Run 1, placed standard cells:
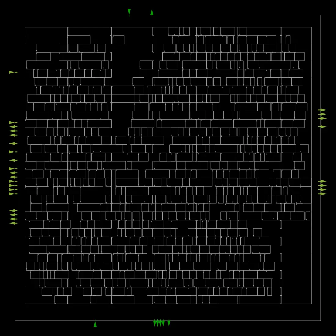
Run 1, floorplan with the power grid:
Pins as bars on the die edge. Tap cells in grey.
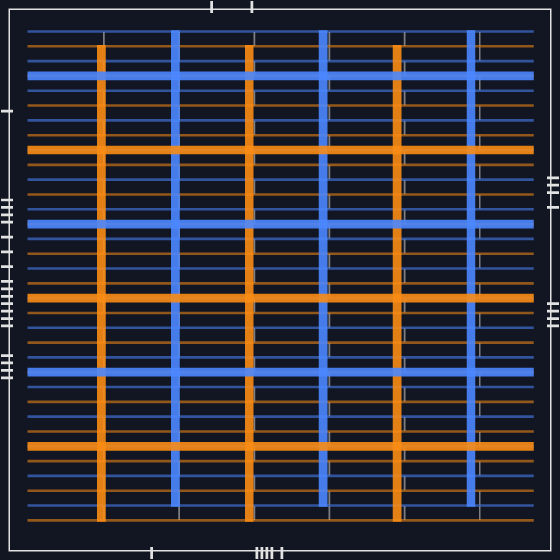
Run 1, clock distribution:
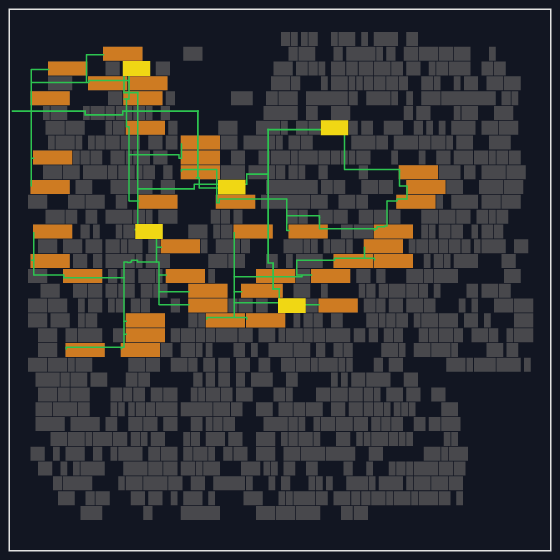
Run 1, met2 routing:
Bar = 20 um.
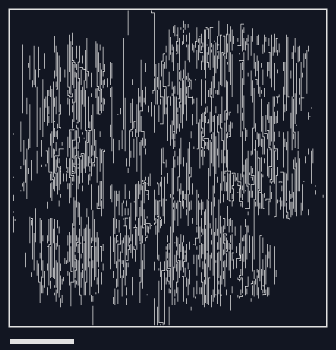
**src/rtl/controle_envase_param_pkg.sv**
```systemverilog
// Shared state codes, widths and BCD helpers for the bottling-line controller.
package controle_envase_param_pkg;

  localparam int unsigned EST_W = 3;
  localparam int unsigned DIG_W = 4;
  localparam int unsigned N_DIG = 3;
  localparam int unsigned BCD_W = N_DIG * DIG_W;

  localparam logic [EST_W-1:0] EST_DESLIGADO   = 3'd0;
  localparam logic [EST_W-1:0] EST_AVANCA      = 3'd1;
  localparam logic [EST_W-1:0] EST_ENCHE       = 3'd2;
  localparam logic [EST_W-1:0] EST_AVANCA_VEDA = 3'd3;
  localparam logic [EST_W-1:0] EST_VEDA        = 3'd4;
  localparam logic [EST_W-1:0] EST_AVANCA_CQ   = 3'd5;
  localparam logic [EST_W-1:0] EST_INSPECIONA  = 3'd6;
  localparam logic [EST_W-1:0] EST_ALARME      = 3'd7;

  // Elaboration-time encoding of an integer parameter as three BCD digits.
  function automatic logic [BCD_W-1:0] bcd_const(input int unsigned v);
    return {DIG_W'((v / 100) % 10), DIG_W'((v / 10) % 10), DIG_W'(v % 10)};
  endfunction

  function automatic logic [BCD_W-1:0] bcd_add(input logic [BCD_W-1:0] a,
                                               input logic [BCD_W-1:0] b);
    logic [BCD_W-1:0] r;
    logic [DIG_W:0]   s;
    logic             cy;
    r  = '0;
    cy = 1'b0;
    for (int i = 0; i < int'(N_DIG); i++) begin
      s = 5'(a[i*DIG_W +: DIG_W]) + 5'(b[i*DIG_W +: DIG_W]) + 5'(cy);
      if (s >= 5'd10) begin
        r[i*DIG_W +: DIG_W] = 4'(s - 5'd10);
        cy = 1'b1;
      end else begin
        r[i*DIG_W +: DIG_W] = s[DIG_W-1:0];
        cy = 1'b0;
      end
    end
    return r;
  endfunction

  // Decrement by one, holding at zero.
  function automatic logic [BCD_W-1:0] bcd_dec(input logic [BCD_W-1:0] a);
    logic [BCD_W-1:0] r;
    logic             done;
    r    = a;
    done = (a == '0);
    for (int i = 0; i < int'(N_DIG); i++) begin
      if (!done) begin
        if (r[i*DIG_W +: DIG_W] != '0) begin
          r[i*DIG_W +: DIG_W] = r[i*DIG_W +: DIG_W] - 4'd1;
          done = 1'b1;
        end else begin
          r[i*DIG_W +: DIG_W] = 4'd9;
        end
      end
    end
    return r;
  endfunction

endpackage

```
**src/rtl/controle_envase_param_if.sv**
```systemverilog
// Sensor/button pulses in, actuator and display signals out.
interface controle_envase_param_if;
  import controle_envase_param_pkg::*;

  logic             start, PG, CH, RO, CQ, EB, rolha_add, alarme_ack;
  logic             MOTOR, EV, VE, ALARME, ligado, lote_completo;
  logic [EST_W-1:0] estado;
  logic [DIG_W-1:0] pacotes_dez, pacotes_uni, rolhas_dez, rolhas_uni;

  modport master (
    output start, PG, CH, RO, CQ, EB, rolha_add, alarme_ack,
    input  MOTOR, EV, VE, ALARME, ligado, lote_completo, estado,
           pacotes_dez, pacotes_uni, rolhas_dez, rolhas_uni
  );

  modport slave (
    input  start, PG, CH, RO, CQ, EB, rolha_add, alarme_ack,
    output MOTOR, EV, VE, ALARME, ligado, lote_completo, estado,
           pacotes_dez, pacotes_uni, rolhas_dez, rolhas_uni
  );
endinterface

```
**src/rtl/controle_envase_param_contador_bcd_sinc.sv**
```systemverilog
// Two-digit BCD counter: increment, decrement, add-constant, saturation ceiling, wrap limit.
module controle_envase_param_contador_bcd_sinc
  import controle_envase_param_pkg::*;
#(
  parameter int unsigned INICIAL = 0,
  parameter int unsigned ADICAO  = 1,
  parameter int unsigned MAXIMO  = 99,
  parameter int unsigned LIMITE  = 100
) (
  input  logic             clock,
  input  logic             reset,
  input  logic             inc_i,
  input  logic             dec_i,
  input  logic             add_i,
  output logic [DIG_W-1:0] dez_o,
  output logic [DIG_W-1:0] uni_o,
  output logic             wrap_c
);

  localparam logic [BCD_W-1:0] INI_BCD = bcd_const(INICIAL);
  localparam logic [BCD_W-1:0] ADD_BCD = bcd_const(ADICAO);
  localparam logic [BCD_W-1:0] MAX_BCD = bcd_const(MAXIMO);
  localparam logic [BCD_W-1:0] LIM_BCD = bcd_const(LIMITE);

  logic [2*DIG_W-1:0] valor_q, valor_d;
  logic [BCD_W-1:0]   soma;

  // Hundreds digit absorbs overflow so add-then-decrement saturates on the net result.
  always_comb begin
    soma   = {DIG_W'(0), valor_q};
    wrap_c = 1'b0;
    if (add_i) soma = bcd_add(soma, ADD_BCD);
    if (inc_i) soma = bcd_add(soma, BCD_W'(1));
    if (dec_i) soma = bcd_dec(soma);
    if (soma > MAX_BCD) soma = MAX_BCD;
    if (inc_i && (soma >= LIM_BCD)) begin
      soma   = '0;
      wrap_c = 1'b1;
    end
    valor_d = soma[2*DIG_W-1:0];
  end

  always_ff @(posedge clock) begin
    if (reset) valor_q <= INI_BCD[2*DIG_W-1:0];
    else       valor_q <= valor_d;
  end

  assign dez_o = valor_q[2*DIG_W-1:DIG_W];
  assign uni_o = valor_q[DIG_W-1:0];

endmodule

```
**src/rtl/controle_envase_param.sv**
```systemverilog
// Bottling-line sequencer: fill, seal, inspect; bottle/pack/cork bookkeeping with alarm.
module controle_envase_param
  import controle_envase_param_pkg::*;
#(
  parameter int unsigned GARRAFAS_POR_PACOTE = 12,
  parameter int unsigned PACOTES_POR_LOTE    = 10,
  parameter int unsigned ROLHAS_MAX          = 99,
  parameter int unsigned ROLHAS_REPOSICAO    = 15,
  parameter int unsigned ROLHAS_INICIAL      = 99,
  parameter int unsigned TIMEOUT_ENCHE       = 1000
) (
  input  logic                    clock,
  input  logic                    reset,
  controle_envase_param_if.slave  bus
);

  localparam int unsigned GARR_W = 4;
  localparam int unsigned TMR_W  = $clog2(TIMEOUT_ENCHE);

  logic [EST_W-1:0]  estado_q, estado_d;
  logic              ligado_q, ligado_d;
  logic [TMR_W-1:0]  tmr_q, tmr_d;
  logic              eb_q, eb_d;
  logic [GARR_W-1:0] garrafas_q, garrafas_d;
  logic              motor_q, ev_q, ve_q, alarme_q, lote_q;
  logic              aprova, veda_dec, pacote_inc, pacote_wrap_c, rolhas_wrap_unused;
  logic [DIG_W-1:0]  pac_dez, pac_uni, rol_dez, rol_uni;
  logic              sem_rolhas;

  assign sem_rolhas = (rol_dez == '0) && (rol_uni == '0);

  always_comb begin
    estado_d   = estado_q;
    ligado_d   = ligado_q;
    tmr_d      = tmr_q;
    eb_d       = eb_q;
    garrafas_d = garrafas_q;
    aprova     = 1'b0;
    veda_dec   = 1'b0;
    pacote_inc = 1'b0;

    if (bus.start && (estado_q != EST_ALARME)) ligado_d = ~ligado_q;

    case (estado_q)
      EST_DESLIGADO:   if (ligado_d) estado_d = EST_AVANCA;
      EST_AVANCA:      if (bus.PG) begin
                         estado_d = EST_ENCHE;
                         tmr_d    = '0;
                       end
      EST_ENCHE:       if (bus.CH) estado_d = EST_AVANCA_VEDA;
                       else if (tmr_q == TMR_W'(TIMEOUT_ENCHE - 1)) estado_d = EST_ALARME;
                       else tmr_d = tmr_q + TMR_W'(1);
      EST_AVANCA_VEDA: if (bus.RO) estado_d = sem_rolhas ? EST_ALARME : EST_VEDA;
      EST_VEDA:        begin
                         veda_dec = 1'b1;
                         estado_d = EST_AVANCA_CQ;
                       end
      EST_AVANCA_CQ:   if (bus.CQ) begin
                         eb_d     = bus.EB;
                         estado_d = EST_INSPECIONA;
                       end
      EST_INSPECIONA:  begin
                         aprova   = eb_q;
                         estado_d = EST_AVANCA;
                       end
      EST_ALARME:      if (bus.alarme_ack && !sem_rolhas) estado_d = EST_AVANCA;
    endcase

    // Switching the line off wins over any sequencing decision.
    if (ligado_q && !ligado_d) estado_d = EST_DESLIGADO;

    if (aprova) begin
      if (garrafas_q == GARR_W'(GARRAFAS_POR_PACOTE - 1)) begin
        garrafas_d = '0;
        pacote_inc = 1'b1;
      end else begin
        garrafas_d = garrafas_q + GARR_W'(1);
      end
    end
  end

  // Actuators decoded from the next state so they line up with estado.
  always_ff @(posedge clock) begin
    if (reset) begin
      estado_q   <= EST_DESLIGADO;
      ligado_q   <= 1'b0;
      tmr_q      <= '0;
      eb_q       <= 1'b0;
      garrafas_q <= '0;
      motor_q    <= 1'b0;
      ev_q       <= 1'b0;
      ve_q       <= 1'b0;
      alarme_q   <= 1'b0;
      lote_q     <= 1'b0;
    end else begin
      estado_q   <= estado_d;
      ligado_q   <= ligado_d;
      tmr_q      <= tmr_d;
      eb_q       <= eb_d;
      garrafas_q <= garrafas_d;
      motor_q    <= (estado_d == EST_AVANCA) || (estado_d == EST_AVANCA_VEDA) ||
                    (estado_d == EST_AVANCA_CQ);
      ev_q       <= (estado_d == EST_ENCHE);
      ve_q       <= (estado_d == EST_VEDA);
      alarme_q   <= (estado_d == EST_ALARME);
      lote_q     <= pacote_wrap_c;
    end
  end

  controle_envase_param_contador_bcd_sinc #(
    .INICIAL(0), .ADICAO(0), .MAXIMO(99), .LIMITE(PACOTES_POR_LOTE)
  ) u_pacotes (
    .clock(clock), .reset(reset), .inc_i(pacote_inc), .dec_i(1'b0), .add_i(1'b0),
    .dez_o(pac_dez), .uni_o(pac_uni), .wrap_c(pacote_wrap_c)
  );

  controle_envase_param_contador_bcd_sinc #(
    .INICIAL(ROLHAS_INICIAL), .ADICAO(ROLHAS_REPOSICAO), .MAXIMO(ROLHAS_MAX), .LIMITE(100)
  ) u_rolhas (
    .clock(clock), .reset(reset), .inc_i(1'b0), .dec_i(veda_dec), .add_i(bus.rolha_add),
    .dez_o(rol_dez), .uni_o(rol_uni), .wrap_c(rolhas_wrap_unused)
  );

  assign bus.MOTOR         = motor_q;
  assign bus.EV            = ev_q;
  assign bus.VE            = ve_q;
  assign bus.ALARME        = alarme_q;
  assign bus.ligado        = ligado_q;
  assign bus.estado        = estado_q;
  assign bus.lote_completo = lote_q;
  assign bus.pacotes_dez   = pac_dez;
  assign bus.pacotes_uni   = pac_uni;
  assign bus.rolhas_dez    = rol_dez;
  assign bus.rolhas_uni    = rol_uni;

endmodule

```
**src/flat_wrapper.sv**
```systemverilog
// flat-port wrapper written by rule: the top's interface ports become plain ports
module controle_envase_param_flat import controle_envase_param_pkg::*;
#(
  parameter int unsigned GARRAFAS_POR_PACOTE = 12,
  parameter int unsigned PACOTES_POR_LOTE    = 10,
  parameter int unsigned ROLHAS_MAX          = 99,
  parameter int unsigned ROLHAS_REPOSICAO    = 15,
  parameter int unsigned ROLHAS_INICIAL      = 99,
  parameter int unsigned TIMEOUT_ENCHE       = 1000
)
  (clock, reset, bus_start, bus_PG, bus_CH, bus_RO, bus_CQ, bus_EB, bus_rolha_add, bus_alarme_ack, bus_MOTOR, bus_EV, bus_VE, bus_ALARME, bus_ligado, bus_lote_completo, bus_estado, bus_pacotes_dez, bus_pacotes_uni, bus_rolhas_dez, bus_rolhas_uni);
  controle_envase_param_if bus_i ();
  input  logic clock;
  input  logic reset;
  input wire logic [$bits(bus_i.start)-1:0] bus_start;
  input wire logic [$bits(bus_i.PG)-1:0] bus_PG;
  input wire logic [$bits(bus_i.CH)-1:0] bus_CH;
  input wire logic [$bits(bus_i.RO)-1:0] bus_RO;
  input wire logic [$bits(bus_i.CQ)-1:0] bus_CQ;
  input wire logic [$bits(bus_i.EB)-1:0] bus_EB;
  input wire logic [$bits(bus_i.rolha_add)-1:0] bus_rolha_add;
  input wire logic [$bits(bus_i.alarme_ack)-1:0] bus_alarme_ack;
  output wire logic [$bits(bus_i.MOTOR)-1:0] bus_MOTOR;
  output wire logic [$bits(bus_i.EV)-1:0] bus_EV;
  output wire logic [$bits(bus_i.VE)-1:0] bus_VE;
  output wire logic [$bits(bus_i.ALARME)-1:0] bus_ALARME;
  output wire logic [$bits(bus_i.ligado)-1:0] bus_ligado;
  output wire logic [$bits(bus_i.lote_completo)-1:0] bus_lote_completo;
  output wire logic [$bits(bus_i.estado)-1:0] bus_estado;
  output wire logic [$bits(bus_i.pacotes_dez)-1:0] bus_pacotes_dez;
  output wire logic [$bits(bus_i.pacotes_uni)-1:0] bus_pacotes_uni;
  output wire logic [$bits(bus_i.rolhas_dez)-1:0] bus_rolhas_dez;
  output wire logic [$bits(bus_i.rolhas_uni)-1:0] bus_rolhas_uni;
  assign bus_i.start = bus_start;
  assign bus_i.PG = bus_PG;
  assign bus_i.CH = bus_CH;
  assign bus_i.RO = bus_RO;
  assign bus_i.CQ = bus_CQ;
  assign bus_i.EB = bus_EB;
  assign bus_i.rolha_add = bus_rolha_add;
  assign bus_i.alarme_ack = bus_alarme_ack;
  assign bus_MOTOR = bus_i.MOTOR;
  assign bus_EV = bus_i.EV;
  assign bus_VE = bus_i.VE;
  assign bus_ALARME = bus_i.ALARME;
  assign bus_ligado = bus_i.ligado;
  assign bus_lote_completo = bus_i.lote_completo;
  assign bus_estado = bus_i.estado;
  assign bus_pacotes_dez = bus_i.pacotes_dez;
  assign bus_pacotes_uni = bus_i.pacotes_uni;
  assign bus_rolhas_dez = bus_i.rolhas_dez;
  assign bus_rolhas_uni = bus_i.rolhas_uni;
  controle_envase_param #(.GARRAFAS_POR_PACOTE(GARRAFAS_POR_PACOTE), .PACOTES_POR_LOTE(PACOTES_POR_LOTE), .ROLHAS_MAX(ROLHAS_MAX), .ROLHAS_REPOSICAO(ROLHAS_REPOSICAO), .ROLHAS_INICIAL(ROLHAS_INICIAL), .TIMEOUT_ENCHE(TIMEOUT_ENCHE)) u_core (.clock(clock), .reset(reset), .bus(bus_i));
endmodule
```
**config.mk**
```make
export PLATFORM = sky130hd
export DESIGN_NAME = controle_envase_param_flat
export DESIGN_NICKNAME = d
export VERILOG_FILES = /design/src/rtl/controle_envase_param_pkg.sv /design/src/rtl/controle_envase_param_if.sv /design/src/rtl/controle_envase_param_contador_bcd_sinc.sv /design/src/rtl/controle_envase_param.sv /design/src/flat_wrapper.sv
export SDC_FILE = /design/constraint.sdc
export NUM_CORES = 1
export LEC_CHECK = 0
export CAP_MARGIN = 30
export CORE_MARGIN = 3
export CORE_UTILIZATION = 55
export CTS_BUF_LIST = sky130_fd_sc_hd__clkbuf_8 sky130_fd_sc_hd__clkbuf_16
export DETAILED_ROUTE_END_ITERATION = 10
export PLACE_DENSITY = 0.79
export SLEW_MARGIN = 20
export SYNTH_ARGS = -nofsm -noshare
export SYNTH_HDL_FRONTEND = slang
export SYNTH_HIERARCHICAL = 1
export SYNTH_SLANG_ARGS = --single-unit
```
**constraint.sdc**
```tcl
create_clock -name clock -period 6.4 [get_ports clock]
set_input_delay 1.92 -clock clock [delete_from_list [all_inputs] [get_ports clock]]
set_output_delay 1.92 -clock clock [all_outputs]
set_load 0.005 [all_outputs]
```
==> flow_metrics.tcl, run 1 <==
# implementation run metrics
set metrics [dict create \
    routed_via_density 6.36 \
    globalRouteOverflowTotal 0 \
    power.leakage_nw 2.09 \
    fin_setup_tns_ns 0 \
    fin_util 0.656 \
    dr.pass1.iters 5 \
    critical-path-max-stage-delay_ns 0.51 \
    wirelength_um 12300 \
    layout.non_clock_buffers 61 \
    seq_share 0.147 \
    critical_path.top_delay_family "simple AND/OR/NAND/NOR gates" \
    clock.latency.late_pin_ns 0.30 \
    initialDrtViolationCount 269 \
    non_clock_buffer_area_share 0.0983 \
    power.combinational.fraction 0.749 \
    most_frequent_standard_cell_in_the_layout_excluding_fill_and_tap_cells "nor2_1" \
    status "completed" \
    clk-power_uw 175 \
    power.share.sequential 0.170 \
    critical_path_class "in -> reg" \
    postPlaceCellArea_um2 5350 \
    grt_max_degree 29 \
    grt.busiest_layer "met2" \
    clock_power_share 0.082 \
    number_of_top_level_pins 35 \
    synthesis.area_per_instance_um2 7.61 \
    worstPathRequired_ns 6.57 \
    synth_warnings 6 \
    min-delay-start "u_core/tmr_q[9]$_SDFFE_PP0P_" \
    cts_tree "built" \
    cts_root_buf "clkbuf_8" \
]
Notes on 'placed standard cells' above:
floorplan row count: 33
Fillers: 710
core area: 8340 um^2
Tapcell Cnt: 105

Notes on 'floorplan with the power grid' above:
net	colour
VSS	orange
VDD	blue
met1 rails	34
rows	33
signal pins	35
met5 straps	6
die span in y: 99.1 um
maximum vdd drop: 0.214 mV
width of the die: 99.1 um

Notes on 'clock distribution' above:
[cells driving clock nets] yellow | count: 5
[clock wires] green | length: 505 um
[flip-flops] orange | count: 40
routed clock nets	6

Notes on 'met2 routing' above:
longest straight run	42.8 um
main direction	vertical
share of all routed wire	48%

-- run 1: flip-flops by register name, indices dropped and copies added, names as in the netlist --
signal / flops
u_core/bus.ALARME: 1
u_core/bus.EV: 1
u_core/bus.MOTOR: 1
u_core/bus.VE: 1
u_core/bus.estado: 3
u_core/bus.ligado: 1
u_core/bus.lote_completo: 1
u_core/eb_q: 1
u_core/garrafas_q: 4
u_core/tmr_q: 10
u_core/u_pacotes/valor_q: 8
u_core/u_rolhas/valor_q: 8
-- run 1: worst reg2reg max path: cells and delay by family (launching register included) --
kind	cells	cell delay, ns
buffers and inverters	1	0.06
XOR/XNOR	3	0.67
flip-flops	1	0.45
AND-OR/OR-AND	5	1.32
adder cells (fa/ha/maj)	7	1.86
AND/OR/NAND/NOR	8	1.41
==> run 2: changes to the inputs <==
--- a/config.mk
+++ b/config.mk
@@ -5,6 +5,7 @@
 export SDC_FILE = /design/constraint.sdc
 export NUM_CORES = 1
 export LEC_CHECK = 0
+export ABC_CLOCK_PERIOD_IN_PS = 6400
 export CAP_MARGIN = 30
 export CORE_MARGIN = 3
 export CORE_UTILIZATION = 55
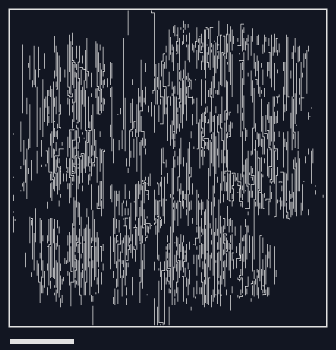
Run 2: met2 routing
Bar = 20 um.
nets with wire on the layer	629
main direction	vertical
grt met2 use: 0.428
detailed-route via count: 4970
total detailed-routing wirelength: 12300 um

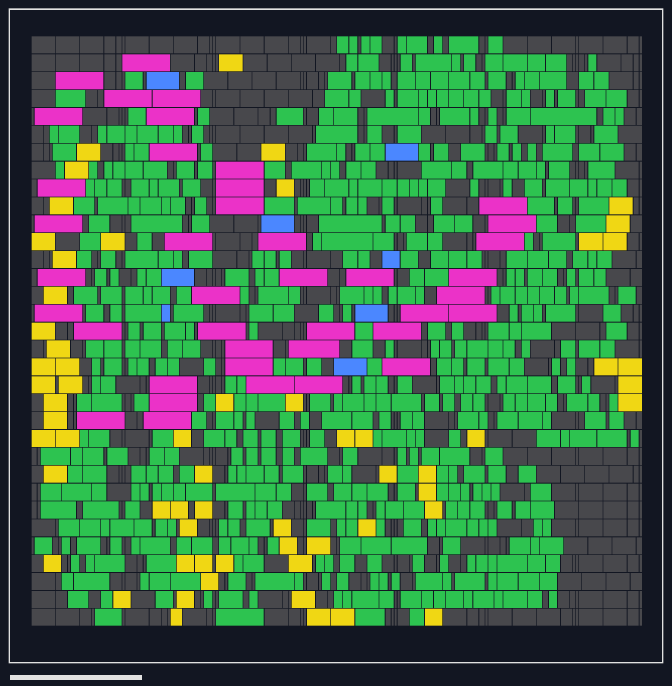
Run 2: cell classes on the final placement
Bar = 20 um. Fill, decap, tap and diode cells in grey.
class	colour	cells	share of their area
other buffers and delay cells	yellow	61	10%
all other logic	green	567	73%
clock drivers and dummy loads	blue	8	1.8%
flip-flops	magenta	40	15%
Util after Layout: 0.656
finished layout cell area: 5470 um^2
flop share of the area: 0.147

==> flow_metrics.tcl, run 2 <==
# implementation run metrics
set metrics [dict create \
    status "completed" \
    floorplan.die.width_um 99.1 \
    grt.busiest_layer "met2" \
    globalRouteOverflowTotal 0 \
    multi_in_gates 533 \
    non_clock_buffer_area_share 0.0983 \
    placement_rows 33 \
    largest_reg_flops 10 \
    synthesis.area_per_instance_um2 7.61 \
    layout.non_clock_buffers 61 \
    reg_top3 "u_core/tmr_q: 10 flops, u_core/u_pacotes/valor_q: 8 flops, u_core/u_rolhas/valor_q: 8 flops" \
    number_of_top_level_pins 35 \
    tapCellCount 105 \
    min-delay-start "u_core/tmr_q[9]$_SDFFE_PP0P_" \
    grt_max_degree 29 \
    nFillCells 710 \
    cts_root_buf "clkbuf_8" \
    max-vdd-ir-drop_mv 0.214 \
    cts_tree "built" \
    worstPathRequired_ns 6.57 \
    power.leakage_nw 2.09 \
    synth_warnings 6 \
    dr.pass1.iters 5 \
    fin_setup_tns_ns 0 \
    postPlaceCellArea_um2 5350 \
    initialDrtViolationCount 269 \
    routed_via_density 6.36 \
    clock.latency.late_pin_ns 0.30 \
    regMostFlops "u_core/tmr_q" \
]
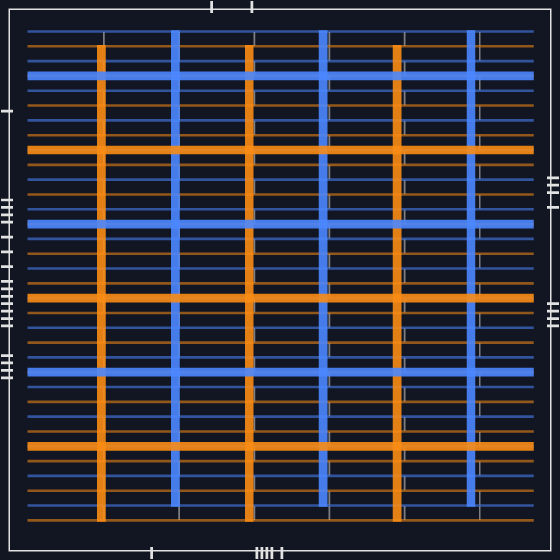
Run 2: floorplan with the power grid
Pins as bars on the die edge. Tap cells in grey.
net	colour
VSS	orange
VDD	blue
tap cells	105
signal pins	35
met5 straps	6
rows	33
met4 straps	6

run 2: critical path: stages:
cell,delay [ns]
clkbuf_2,0.15
nand4b_1,0.15
mux2_2,0.32
nand3_1,0.14
inv_1,0.06
ha_1,0.23
buf_4,0.15
and3_1,0.16
a31oi_1,0.13
o2111ai_1,0.16
inv_1,0.10
o21ai_0,0.11
ha_1,0.23
ha_1,0.22
xnor2_1,0.18
ha_2,0.23
o22ai_1,0.11
nor4_2,0.24
nor2_1,0.13
nor3_2,0.25
nand2_1,0.07
o31a_1,0.27
or4_1,0.51
run 2: power by group:
group	total [mW]	switching (mW)	internal, mW
clock network	0.175	0.0892	0.0860
logic	1.61	0.900	0.707
registers	0.364	0.0790	0.285
total	2.15	1.07	1.08
No activity file was given, so power comes from the tool's default toggle rates.
